**config.mk**
```make
export PLATFORM = sky130hd
export DESIGN_NAME = fetch_unit
export DESIGN_NICKNAME = d
export VERILOG_FILES = /design/src/rtl/fetch_unit_pkg.sv /design/src/rtl/fetch_buffer.sv /design/src/rtl/fetch_unit.sv
export SDC_FILE = /design/constraint.sdc
export NUM_CORES = 1
export LEC_CHECK = 0
export ABC_AREA = 1
export CAP_MARGIN = 5
export CORE_ASPECT_RATIO = 0.8
export CORE_MARGIN = 1
export CORE_UTILIZATION = 55
export CTS_BUF_LIST = sky130_fd_sc_hd__clkbuf_8 sky130_fd_sc_hd__clkbuf_16
export DETAILED_ROUTE_END_ITERATION = 10
export PLACE_DENSITY = 0.8
export REMOVE_ABC_BUFFERS = 1
export SYNTH_ARGS = -nofsm -noshare
export SYNTH_HDL_FRONTEND = slang
export SYNTH_HIERARCHICAL = 1
export SYNTH_SLANG_ARGS = --single-unit
```
**constraint.sdc**
```tcl
create_clock -name clk -period 2.8 [get_ports clk]
set_clock_uncertainty 0.05 [all_clocks]
set_input_delay 0.28 -clock clk [delete_from_list [all_inputs] [get_ports clk]]
set_output_delay 0.28 -clock clk [all_outputs]
set_load 0.005 [all_outputs]
```
**src/rtl/fetch_unit_pkg.sv**
```systemverilog
// Shared definitions for the instruction fetch unit.
//   fetch_state_t    : FSM encoding (FETCH, HOLD, DROP)
//   NOP_INST         : instruction word loaded into IF/ID as a bubble
//   DEFAULT_RESET_PC : default first fetch address after reset
package fetch_unit_pkg;

    typedef enum logic [1:0] {
        FETCH = 2'd0,
        HOLD  = 2'd1,
        DROP  = 2'd2
    } fetch_state_t;

    localparam logic [31:0] NOP_INST         = 32'h0000_0000;
    localparam logic [31:0] DEFAULT_RESET_PC = 32'h0000_0000;

endpackage

```
**src/rtl/fetch_buffer.sv**
```systemverilog
// One-entry holding register for an instruction that arrived while the
// pipeline was stalled.
//   clk, rst      : clock and asynchronous active-low reset
//   load          : capture inst_in/pc4_in and mark the entry valid
//   clear         : empty the entry (wins over load)
//   inst_in       : instruction word to capture
//   pc4_in        : PC+4 belonging to that instruction
//   inst, pc4     : stored entry
//   valid         : entry holds a captured instruction
module fetch_buffer
    import fetch_unit_pkg::*;
(
    input  logic        clk,
    input  logic        rst,
    input  logic        load,
    input  logic        clear,
    input  logic [31:0] inst_in,
    input  logic [31:0] pc4_in,
    output logic [31:0] inst,
    output logic [31:0] pc4,
    output logic        valid
);

    always_ff @(posedge clk or negedge rst) begin
        if (!rst) begin
            inst  <= NOP_INST;
            pc4   <= 32'h0;
            valid <= 1'b0;
        end else if (clear) begin
            inst  <= NOP_INST;
            pc4   <= 32'h0;
            valid <= 1'b0;
        end else if (load) begin
            inst  <= inst_in;
            pc4   <= pc4_in;
            valid <= 1'b1;
        end
    end

endmodule

```
**src/rtl/fetch_unit.sv**
```systemverilog
// Instruction fetch stage: issues one request at a time to instruction
// memory and fills the IF/ID pipeline register, honouring stall and flush
// requests from the hazard unit.
//   clk, rst    : clock and asynchronous active-low reset
//   pcWrite     : PC enable (0 = stall)
//   IFIDWrite   : IF/ID enable (0 = stall)
//   ifNop       : flush fetch and redirect to redirectPC
//   redirectPC  : branch/jump target, meaningful with ifNop
//   imemReq     : memory request
//   imemAddr    : registered request address
//   imemAck     : memory response, imemData valid this cycle
//   imemData    : fetched instruction
//   IFIDInst    : IF/ID instruction
//   IFIDPC4     : IF/ID PC+4
//   IFIDValid   : IF/ID holds a real instruction
module fetch_unit
    import fetch_unit_pkg::*;
#(
    parameter logic [31:0] RESET_PC = DEFAULT_RESET_PC
) (
    input  logic        clk,
    input  logic        rst,
    input  logic        pcWrite,
    input  logic        IFIDWrite,
    input  logic        ifNop,
    input  logic [31:0] redirectPC,
    output logic        imemReq,
    output logic [31:0] imemAddr,
    input  logic        imemAck,
    input  logic [31:0] imemData,
    output logic [31:0] IFIDInst,
    output logic [31:0] IFIDPC4,
    output logic        IFIDValid
);

    fetch_state_t state;
    logic [31:0]  fetch_pc;
    logic         stall;
    logic         flush;
    logic [31:0]  addr_plus4;
    logic         buf_load;
    logic         buf_clear;
    logic [31:0]  buf_inst;
    logic [31:0]  buf_pc4;
    logic         buf_valid;

    // A stall always wins, so a flush only takes effect in a free cycle.
    assign stall      = ~pcWrite | ~IFIDWrite;
    assign flush      = ifNop & ~stall;
    assign addr_plus4 = imemAddr + 32'd4;

    // Park the instruction that arrives during a stall; leave HOLD empty.
    assign buf_load  = (state == FETCH) & imemAck & stall;
    assign buf_clear = (state == HOLD) & ~stall;

    fetch_buffer u_buffer (
        .clk     (clk),
        .rst     (rst),
        .load    (buf_load),
        .clear   (buf_clear),
        .inst_in (imemData),
        .pc4_in  (addr_plus4),
        .inst    (buf_inst),
        .pc4     (buf_pc4),
        .valid   (buf_valid)
    );

    // imemAddr only moves when a response has been taken (or no request is
    // in flight, as in HOLD), which keeps it stable for the whole request.
    always_ff @(posedge clk or negedge rst) begin
        if (!rst) begin
            state     <= FETCH;
            fetch_pc  <= RESET_PC;
            imemAddr  <= RESET_PC;
            imemReq   <= 1'b1;
            IFIDInst  <= NOP_INST;
            IFIDPC4   <= 32'h0;
            IFIDValid <= 1'b0;
        end else begin
            case (state)
                FETCH: begin
                    if (flush) begin
                        IFIDInst  <= NOP_INST;
                        IFIDPC4   <= 32'h0;
                        IFIDValid <= 1'b0;
                        fetch_pc  <= redirectPC;
                        if (imemAck) begin
                            imemAddr <= redirectPC;
                        end else begin
                            // The old request is still in flight; its data
                            // must be thrown away before redirecting.
                            state <= DROP;
                        end
                    end else if (imemAck) begin
                        if (stall) begin
                            state   <= HOLD;
                            imemReq <= 1'b0;
                        end else begin
                            IFIDInst  <= imemData;
                            IFIDPC4   <= addr_plus4;
                            IFIDValid <= 1'b1;
                            fetch_pc  <= addr_plus4;
                            imemAddr  <= addr_plus4;
                        end
                    end else if (!stall) begin
                        IFIDInst  <= NOP_INST;
                        IFIDPC4   <= 32'h0;
                        IFIDValid <= 1'b0;
                    end
                end
                HOLD: begin
                    if (flush) begin
                        IFIDInst  <= NOP_INST;
                        IFIDPC4   <= 32'h0;
                        IFIDValid <= 1'b0;
                        fetch_pc  <= redirectPC;
                        imemAddr  <= redirectPC;
                        imemReq   <= 1'b1;
                        state     <= FETCH;
                    end else if (!stall) begin
                        IFIDInst  <= buf_inst;
                        IFIDPC4   <= buf_pc4;
                        IFIDValid <= buf_valid;
                        fetch_pc  <= buf_pc4;
                        imemAddr  <= buf_pc4;
                        imemReq   <= 1'b1;
                        state     <= FETCH;
                    end
                end
                DROP: begin
                    if (!stall) begin
                        IFIDInst  <= NOP_INST;
                        IFIDPC4   <= 32'h0;
                        IFIDValid <= 1'b0;
                    end
                    if (flush && !imemAck) begin
                        fetch_pc <= redirectPC;
                    end else if (flush && imemAck) begin
                        // The stale request completes in the same cycle as
                        // a newer redirect: go straight to the newest target.
                        fetch_pc <= redirectPC;
                        imemAddr <= redirectPC;
                        state    <= FETCH;
                    end else if (imemAck) begin
                        imemAddr <= fetch_pc;
                        state    <= FETCH;
                    end
                end
                default: begin
                    state   <= FETCH;
                    imemReq <= 1'b1;
                end
            endcase
        end
    end

endmodule

```
Figure 1. M1 wires (run 1).
The bar under the picture is 50 um long.
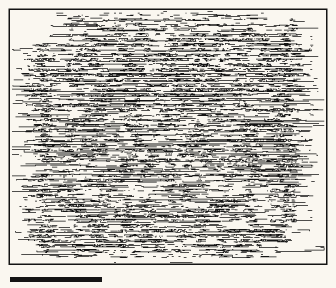
- longest straight run: 43.2 um
- wire length on this layer: 16500 um
- share of all routed wire: 40%
- main direction: horizontal
- nets with wire on the layer: 1890

Figure 2. Met2 routing (run 1).
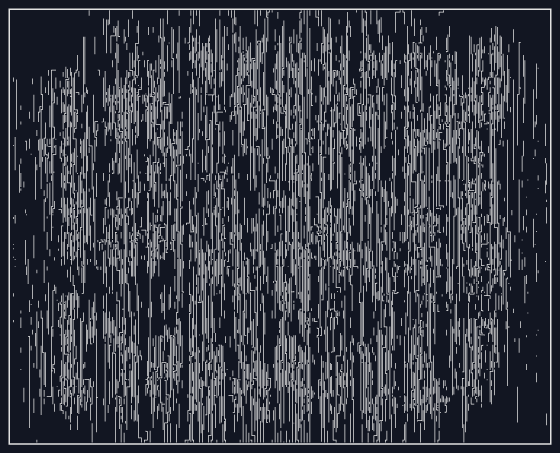
- wire length on this layer: 18300 um
- main direction: vertical
- longest straight run: 48.3 um
- share of all routed wire: 45%

Figure 3. Metal 3 (run 1).
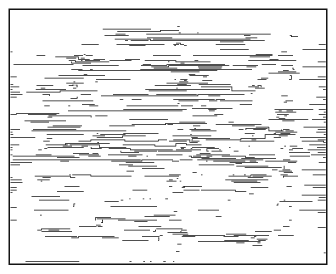
- longest straight run: 75.0 um
- nets with wire on the layer: 251

==> impl_metrics.tcl, run 1 <==
# flow metrics
set metrics [dict create \
    vias 13600 \
    report.final.hold_viol_count 0 \
    synthToLayoutAreaGrowth_pct 19.4 \
    drt-total-wl_mm 40.8 \
    p_total_uw 18600 \
    aoi_share 0.116 \
    htreeDepth 4 \
    grt_usage 0.354 \
    switching_share 0.488 \
    portBuffers 167 \
    io_pins 168 \
    warnings 28 \
    ys_sh_simple 0.394 \
    path_depth 11 \
    clk_latency_ns 0.45 \
    p_int_uw 9510 \
    rsz0062_at_grt "no" \
    grt_overflow 0 \
    antenna_left 0 \
    clkCellAreaFrac 0.0397 \
    finalMaxSlewViolations 0 \
    startpoint_type "flop" \
    core_um2 22400 \
    top_logic_kind "simple AND/OR/NAND/NOR gates" \
    grt.met2_usage 0.551 \
    tightestPinTransition_ns 0.948 \
    grt_util_met1 0.487 \
    crit_family "buffers and inverters" \
    ff2ff_path_depth 11 \
    clkbuf_count 17 \
    p_per_area_nw_per_um2 1240 \
    cts_setup_buffers 0 \
    top_cells_by_area "dfrtp_1, nand2_1, nand3_1, nor2_1, o21ai_0" \
    logic_gates 1457 \
    grt-busiest-layer "met2" \
    inv_count 117 \
    syn_inst 1894 \
    cts_hold_buf 1 \
    path_cells "inv_1, ha_2, buf_4, nand2_1, inv_1, nand2_1, inv_1, nand2_1, o21ai_0, nand2_1, nand2_1" \
    rrSetupSlack_ns 0.32 \
    sh_seq_area 0.329 \
    layout_top_cells "nand2_1, nand3_1, dfrtp_1, nor2_1, clkdlybuf4s50_1" \
    grt_pass1_vias 12700 \
    yosysMostFrequentCell "nand2_1" \
    fmaxAchievable_ghz 0.403 \
    die_w_um 171 \
    required_ns 3.14 \
    synth_flops 197 \
    ys_sh_xor 0.00557 \
    lay_top_count "nand2_1" \
    cpPeakStageDelay_ns 0.43 \
    clock_path_buffers 2 \
    met3_length_mm 4.82 \
    place_congestion 0.941 \
    path_buffers 4 \
    edf_count 0 \
    ir_worst_vdd_uv 897 \
    drt_iter0_drc 1805 \
    worst_path_most_repeated_cell "nand2_1" \
    maxSlewHeadroom 0.366 \
    hp-class "input port to asynchronous set/reset pin" \
    taps 306 \
    fin_ws_ns 0.321 \
    dp_hpwl_mm 26.6 \
    top_layer_used "met4" \
    die_area_um2 23500 \
    grt_max_degree 76 \
    worstSetupStartpoint "state[1]$_DFFE_PN0P_" \
    maxPowerGroup "combinational logic" \
    seq_area_frac_synth 0.392 \
    final_cell_count_no_fill 2319 \
    holdWs_ns 0.361 \
    met3_usage 0.0652 \
    synth_warnings 6 \
    antenna_found_initial 0 \
    route.detailed.drc 0 \
    die_h_um 137 \
    worstReg2RegEnd "IFIDPC4[1]$_DFFE_PN0P_" \
    nets 2075 \
    flop_cell "dfrtp_1" \
    viasPerCell 5.88 \
    status "finished clean" \
    clock_net_power_uw 2520 \
    dominant_cells "combinational gates" \
    utilization 0.669 \
    wl_met2_mm 18.3 \
    clock_sinks 197 \
    yosysCellCount 1894 \
    synthArstFlopShare 1.00 \
    top_area_cell "dfrtp_1" \
    ys_sh_mux 0 \
    wl_met1_mm 16.5 \
    p_leak_uw 0.00742 \
    tns_ns 0 \
    wire_per_inst_um 17.6 \
    place_area_um2 14400 \
    p_comb_frac 0.577 \
    common_cells "nand2_1, nand3_1, dfrtp_1" \
    cts_tree "built" \
    arrival_ns 2.81 \
    synth_cell_types 42 \
    critPathKind "flop to flop" \
    cp_max_fo 36 \
    power.share.sequential 0.287 \
    p_comb_uw 10700 \
    cts_made_buffers 17 \
    cts-root-buf "clkbuf_16" \
    synth_top_area_share 0.390 \
    power.share.clock 0.136 \
    comb_area_um2 6580 \
    drt_first_pass_iters 6 \
    period_used_share 0.885 \
    fp-utilization 0.560 \
    buf_share 0.138 \
    adder_share 0.00498 \
    yosys_area_um2 12600 \
    crit_slowest_cell "buf_4" \
    rows 49 \
    period_minus_slack_ns 2.48 \
    combAreaFraction 0.438 \
]
## Run 2: what changed since run 1
--- a/config.mk
+++ b/config.mk
@@ -12,7 +12,7 @@
 export CORE_UTILIZATION = 55
 export CTS_BUF_LIST = sky130_fd_sc_hd__clkbuf_8 sky130_fd_sc_hd__clkbuf_16
 export DETAILED_ROUTE_END_ITERATION = 10
-export PLACE_DENSITY = 0.8
+export PLACE_DENSITY = 0.76
 export REMOVE_ABC_BUFFERS = 1
 export SYNTH_ARGS = -nofsm -noshare
 export SYNTH_HDL_FRONTEND = slang
Figure 4. M1 wires (run 2).
The bar under the picture is 50 um long.
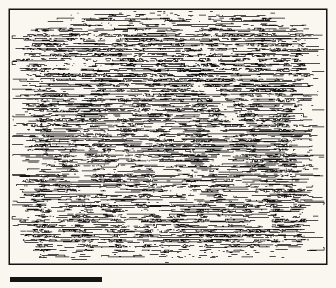
- longest straight run: 36.8 um
- main direction: horizontal
final WL: 41.7 mm
GR met1 Demand/Resource: 0.499
via count: 13600

Figure 5. Metal 3 (run 2).
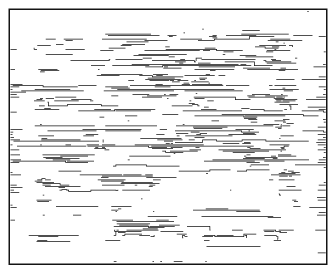
routing usage on met3: 0.0712

==> impl_metrics.tcl, run 2 <==
# flow metrics
set metrics [dict create \
    io_pins 168 \
    edf_count 0 \
    report.final.hold_viol_count 0 \
    yosys_area_um2 12600 \
    p_total_uw 18900 \
    path_cells "inv_1, ha_2, inv_2, nor2_4, nor3_4, clkinv_1, a21oi_1, a21oi_1" \
    die_area_um2 23500 \
    p_per_area_nw_per_um2 1250 \
    top_area_cell "dfrtp_1" \
    wire_per_inst_um 18.0 \
    synth_top_area_share 0.390 \
    drive_gt1_frac 0.0610 \
    drt_iter0_drc 1813 \
    synth_warnings 6 \
    layout_top_cells "nand2_1, nand3_1, dfrtp_1, nor2_1, clkdlybuf4s50_1" \
    htreeDepth 4 \
    cts_hold_buf 1 \
    synthArstFlopShare 1.00 \
    maxPowerGroup "combinational logic" \
    antenna_left 0 \
    top_cells_by_area "dfrtp_1, nand2_1, nand3_1, nor2_1, o21ai_0" \
    antenna_found_initial 1 \
    nets 2077 \
    die_w_um 171 \
    dominant_cells "combinational gates" \
    adder_share 0.00498 \
    crit_slowest_cell "clkinv_1" \
    grt_first_pass_wirelength_mm 65.4 \
    clock_net_power_uw 2600 \
    maxSlewHeadroom 0.502 \
    critPathKind "flop to flop" \
    postSynthAreaPerCell_um2 6.64 \
    path_buffers 3 \
    area.sequential_um2 4930 \
    fill_cells 2014 \
    fmaxAchievable_ghz 0.402 \
    grt_overflow 0 \
    cpPeakStageDelay_ns 0.47 \
    grt-busiest-layer "met2" \
    worst_path_most_repeated_cell "a21oi_1" \
    syn-cell-area_um2 12600 \
    aoi_share 0.116 \
    synth_flops 197 \
    place_congestion 0.904 \
    holdWs_ns 0.370 \
    final_cell_count_no_fill 2322 \
    hp-class "input port to asynchronous set/reset pin" \
    period_used_share 0.888 \
    taps 306 \
    buf_share 0.141 \
    yosysMostFrequentCell "nand2_1" \
    ir_worst_vdd_uv 1270 \
    met3_length_mm 4.78 \
    antennaDiodeCount 1 \
    reg2reg_from "state[1]$_DFFE_PN0P_" \
    cts-root-buf "clkbuf_16" \
    seq_cell_count 197 \
    clock_path_buffers 2 \
    top_layer_used "met4" \
    setup.worst_path.end "IFIDPC4[19]$_DFFE_PN0P_" \
    ff2ff_path_depth 8 \
    required_ns 3.08 \
    flop_cell "dfrtp_1" \
    clk_latency_ns 0.45 \
    rsz0062_at_grt "no" \
    die_h_um 137 \
    synthToLayoutAreaGrowth_pct 19.8 \
    cp_max_fo 18 \
    p_int_uw 9760 \
    route.detailed.drc 0 \
    worstReg2RegEnd "IFIDPC4[19]$_DFFE_PN0P_" \
    fp-utilization 0.560 \
    crit_family "buffers and inverters" \
    p_leak_uw 0.00744 \
    ys_sh_simple 0.394 \
    cts_setup_buffers 0 \
    cts_made_buffers 17 \
    wl_met2_mm 18.8 \
    switching_share 0.483 \
    rrSetupSlack_ns 0.31 \
    cp-end-kind "flop" \
    comb_area_um2 6580 \
    startpoint_type "flop" \
    rows 49 \
    place_area_um2 14400 \
    combAreaFraction 0.437 \
    cts_tree "built" \
    grt_max_degree 74 \
    top_logic_kind "simple AND/OR/NAND/NOR gates" \
    clock_sinks 197 \
    arrival_ns 2.76 \
    nonClockBufferCount 212 \
    grt_pass1_vias 12400 \
    lay_top_count "nand2_1" \
    sh_seq_area 0.328 \
    inv_count 117 \
    portBuffers 167 \
    logic_gates 1457 \
    cap_violations 0 \
    clkCellAreaFrac 0.0397 \
    yosysCellCount 1894 \
    period_minus_slack_ns 2.49 \
    tns_ns 0 \
    fin_ws_ns 0.313 \
    ys_sh_xor 0.00557 \
    drt_first_pass_iters 6 \
    p_comb_frac 0.580 \
    status "finished clean" \
    tightestPinTransition_ns 0.746 \
    worstSetupStartpoint "state[1]$_DFFE_PN0P_" \
    grt.met2_usage 0.564 \
    p_sw_uw 9110 \
    common_cells "nand2_1, nand3_1, dfrtp_1" \
    finalMaxSlewViolations 0 \
    syn_inst 1894 \
    power.share.clock 0.138 \
    power.share.sequential 0.282 \
    ys_sh_mux 0 \
    viasPerCell 5.87 \
    seq_area_frac_synth 0.392 \
    dp_hpwl_mm 26.5 \
    grt_usage 0.363 \
    warnings 28 \
    path_depth 8 \
    wl_met1_mm 17.1 \
    clkbuf_count 18 \
    post-place-ws_ns 0.218 \
    design_area_um2 15100 \
    p_comb_uw 11000 \
    synth_cell_types 42 \
    core_um2 22400 \
    utilization 0.671 \
]
